[src/rtl/data_mem_port.sv]
`default_nettype none
// ============================================================================
// Module   : data_mem_port
// Purpose  : MEM-stage load/store responder driving a word-addressed req/ack
//            data bus; stalls the pipeline until the access completes.
// Revision : 1.0 - initial release
// ============================================================================
module data_mem_port #(
  parameter int TIMEOUT_CYCLES = 64
) (
  input  logic        clk_i,
  input  logic        rst_i,
  input  logic        is_memory_instruction_i,
  input  logic [3:0]  read_write_sel_i,
  input  logic [31:0] addr_i,
  input  logic [31:0] wdata_i,
  output logic        busywait_o,
  output logic [31:0] load_data_o,
  output logic        misaligned_o,
  output logic        bus_err_o,
  output logic        mem_req_o,
  output logic        mem_we_o,
  output logic [31:0] mem_addr_o,
  output logic [3:0]  mem_be_o,
  output logic [31:0] mem_wdata_o,
  input  logic [31:0] mem_rdata_i,
  input  logic        mem_ack_i
);

  localparam int c_cnt_w = (TIMEOUT_CYCLES > 1) ? $clog2(TIMEOUT_CYCLES) : 1;
  localparam logic [c_cnt_w-1:0] c_cnt_last = c_cnt_w'(TIMEOUT_CYCLES - 1);

  typedef enum logic [1:0] {
    S_IDLE = 2'd0,
    S_WAIT = 2'd1,
    S_RESP = 2'd2
  } state_t;

  state_t             r_state;
  logic [c_cnt_w-1:0] r_cnt;
  logic [2:0]         r_f3;
  logic [1:0]         r_off;

  logic [2:0]  w_f3;
  logic        w_mis;
  logic [3:0]  w_be;
  logic [31:0] w_wdata;
  logic [7:0]  w_byte;
  logic [15:0] w_half;
  logic [31:0] w_ext;

  assign w_f3 = read_write_sel_i[2:0];

  always_comb begin
    w_mis   = 1'b0;
    w_be    = 4'b1111;
    w_wdata = wdata_i;
    case (w_f3)
      3'b000, 3'b100: begin
        w_be    = 4'b0001 << addr_i[1:0];
        w_wdata = {4{wdata_i[7:0]}};
      end
      3'b001, 3'b101: begin
        w_mis   = addr_i[0];
        w_be    = 4'b0011 << {addr_i[1], 1'b0};
        w_wdata = {2{wdata_i[15:0]}};
      end
      3'b010:  w_mis = (addr_i[1:0] != 2'b00);
      default: w_mis = 1'b1;
    endcase
  end

  // Lane selection uses the offset captured with the request, since addr_i
  // may no longer be meaningful once the response arrives.
  always_comb begin
    case (r_off)
      2'd0:    w_byte = mem_rdata_i[7:0];
      2'd1:    w_byte = mem_rdata_i[15:8];
      2'd2:    w_byte = mem_rdata_i[23:16];
      default: w_byte = mem_rdata_i[31:24];
    endcase
    w_half = r_off[1] ? mem_rdata_i[31:16] : mem_rdata_i[15:0];
    case (r_f3)
      3'b000:  w_ext = {{24{w_byte[7]}}, w_byte};
      3'b100:  w_ext = {24'd0, w_byte};
      3'b001:  w_ext = {{16{w_half[15]}}, w_half};
      3'b101:  w_ext = {16'd0, w_half};
      default: w_ext = mem_rdata_i;
    endcase
  end

  assign busywait_o   = (r_state == S_WAIT) ||
                        ((r_state == S_IDLE) && is_memory_instruction_i && !w_mis);
  assign misaligned_o = (r_state == S_IDLE) && is_memory_instruction_i && w_mis;

  always_ff @(posedge clk_i or posedge rst_i) begin
    if (rst_i) begin
      r_state     <= S_IDLE;
      r_cnt       <= '0;
      r_f3        <= 3'd0;
      r_off       <= 2'd0;
      mem_req_o   <= 1'b0;
      mem_we_o    <= 1'b0;
      mem_addr_o  <= 32'd0;
      mem_be_o    <= 4'd0;
      mem_wdata_o <= 32'd0;
      load_data_o <= 32'd0;
      bus_err_o   <= 1'b0;
    end else begin
      case (r_state)
        S_IDLE: begin
          if (is_memory_instruction_i && !w_mis) begin
            mem_req_o   <= 1'b1;
            mem_we_o    <= read_write_sel_i[3];
            mem_addr_o  <= {addr_i[31:2], 2'b00};
            mem_be_o    <= w_be;
            mem_wdata_o <= w_wdata;
            r_f3        <= w_f3;
            r_off       <= addr_i[1:0];
            r_cnt       <= '0;
            r_state     <= S_WAIT;
          end
        end
        S_WAIT: begin
          if (mem_ack_i) begin
            mem_req_o   <= 1'b0;
            load_data_o <= mem_we_o ? 32'd0 : w_ext;
            bus_err_o   <= 1'b0;
            r_state     <= S_RESP;
          end else if (r_cnt == c_cnt_last) begin
            mem_req_o   <= 1'b0;
            load_data_o <= 32'd0;
            bus_err_o   <= 1'b1;
            r_state     <= S_RESP;
          end else begin
            r_cnt <= r_cnt + 1'b1;
          end
        end
        default: r_state <= S_IDLE;
      endcase
    end
  end

endmodule
`default_nettype wire
[config.mk]
export PLATFORM = sky130hd
export DESIGN_NAME = data_mem_port
export DESIGN_NICKNAME = d
export VERILOG_FILES = /design/src/rtl/data_mem_port.sv
export SDC_FILE = /design/constraint.sdc
export NUM_CORES = 1
export LEC_CHECK = 0
export ABC_AREA = 1
export ABC_CLOCK_PERIOD_IN_PS = 3000
export CORE_UTILIZATION = 41
export CTS_BUF_LIST = sky130_fd_sc_hd__clkbuf_4
export DETAILED_ROUTE_END_ITERATION = 8
export MAX_ROUTING_LAYER = met4
export PLACE_DENSITY_LB_ADDON = 0.05
export SLEW_MARGIN = 20
export SYNTH_ARGS = -nofsm -noshare
export SYNTH_HDL_FRONTEND = slang
export SYNTH_SLANG_ARGS = --single-unit
export TNS_END_PERCENT = 10
[constraint.sdc]
create_clock -name clk_i -period 3 [get_ports clk_i]
set_input_delay 0.3 -clock clk_i [delete_from_list [all_inputs] [get_ports clk_i]]
set_output_delay 0.3 -clock clk_i [all_outputs]
set_load 0.005 [all_outputs]
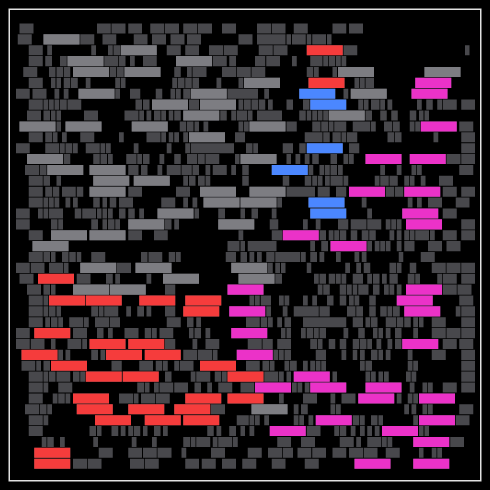
Fig. 1. Where the registers sit.
(4 px per micron) Other sequential cells in the stronger grey, the rest of the logic in the fainter grey.
Key: `r_cnt` = blue [sequential cells 6]; `mem_addr_o` = red [sequential cells 30]; `load_data_o` = magenta [sequential cells 32]
Another 46 sequential cells are not coloured.

==> Changelog: implementation <==
### Physical design

* Mux area share at 0%
* Reg-to-reg slack, setup at 1.18 ns
* Initial antenna violation count at 0
* Maximum vdd drop at 0.268 mV
* Worst Reg-to-Reg Cells at 7
* RR Endpoint: bus_err_o
* Gr usage total at 23.2%
* Lkg Pwr at 3.85 nW
* First-pass detailed-route iteration total at 5
* Sw Ratio at 32.0%
* Diodes inserted at 0
* Synth top cell by count: nand2_1
* Area leader share at 52.2%
* Core ar. at 12,800 sq um
* Met2 WL at 7270 microns
* Hold Slack at 0.265 ns
* Clock buffer count from CTS at 17
* FP Util at 42.7%
* Chip Area, Yosys at 5470 sq um
* Status: finished, final reports clean
* Std-Cell Rows at 41
* Combinational share of cell area at 26.9%
* Top class by area: sequential cells
* Clock buffer depth at 2
* Final Max Tran Viols at 0
* Setup crit end kind: output port
* Die H at 118 microns
* Post-layout net count at 989
* Crit path arrival time at 2.07 ns
* Initial DRC count at 324
* CTS clk-pin slew, worst paths at 0.10 ns
* Worst EP required at 2.70 ns
* Root buf cell: clkbuf_4
* FILL cells at 1,185
* Inverters excl. clock at 77
* Met3 GRT Util at 8.14%
* AO/OA Area Share at 14.5%
* Mapped Cells at 688
* Post-layout min period at 2.37 ns
* IO Port Bufs at 206
* Final wirelength at 15,000 microns
* Min-delay worst type: primary input to async pin
* Clk latency late pin at 0.50 ns
* Worst-Margin Slew at 0.746 ns
* I/O Pins at 209
* Post-synth top cells: nand2_1, dfrtp_1, o21ai_1, inv_1, a21oi_1
* CTS Sinks at 114
* Pin count of the biggest net entering global routing at 152
* Die x size at 118 microns
* Final cell count without fillers at 1,066
* EDFF count, synth at 0
* MaxCap Viol Count at 0
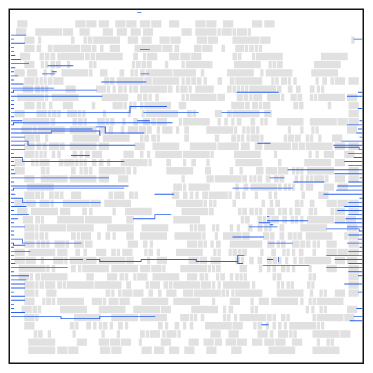
Fig. 2. Metal 3.
(3 px per micron) Cells faint in the background.
The layer holds 8.3% of the routed length. The longest straight run is 52.9 microns. The layer carries 1,250 microns of wire.

[stage by stage]
step           area [sq um]  setup slack [ns]  util, %
2_1_floorplan          5480              1.31        -
3_3_place_gp           7610             0.685     59.4
3_5_place_dp           7610             0.606     59.4
4_1_cts                7860             0.622     61.3
5_1_grt                7860             0.474     61.3
6_report               7860             0.630     61.3
[critical path, cell delays in order]
cell and delay (ns):
clkdlybuf4s50_1 0.67, o21ai_1 0.39, nand3_4 0.14, nand2_1 0.08
clkdlybuf4s50_1 0.49
[power groups by stage]
stage / clock network [mW] / logic [mW] / registers (mW)
after floorplan: 0 / 0.875 / 2.35
after global placement: 0 / 2.13 / 2.36
after detailed placement: 0 / 2.15 / 2.37
after CTS: 1.08 / 2.16 / 2.35
after global routing: 1.15 / 2.36 / 2.42
final: 1.04 / 2.14 / 2.35
Power figures rest on the tool's default switching activity, not on a simulated workload.
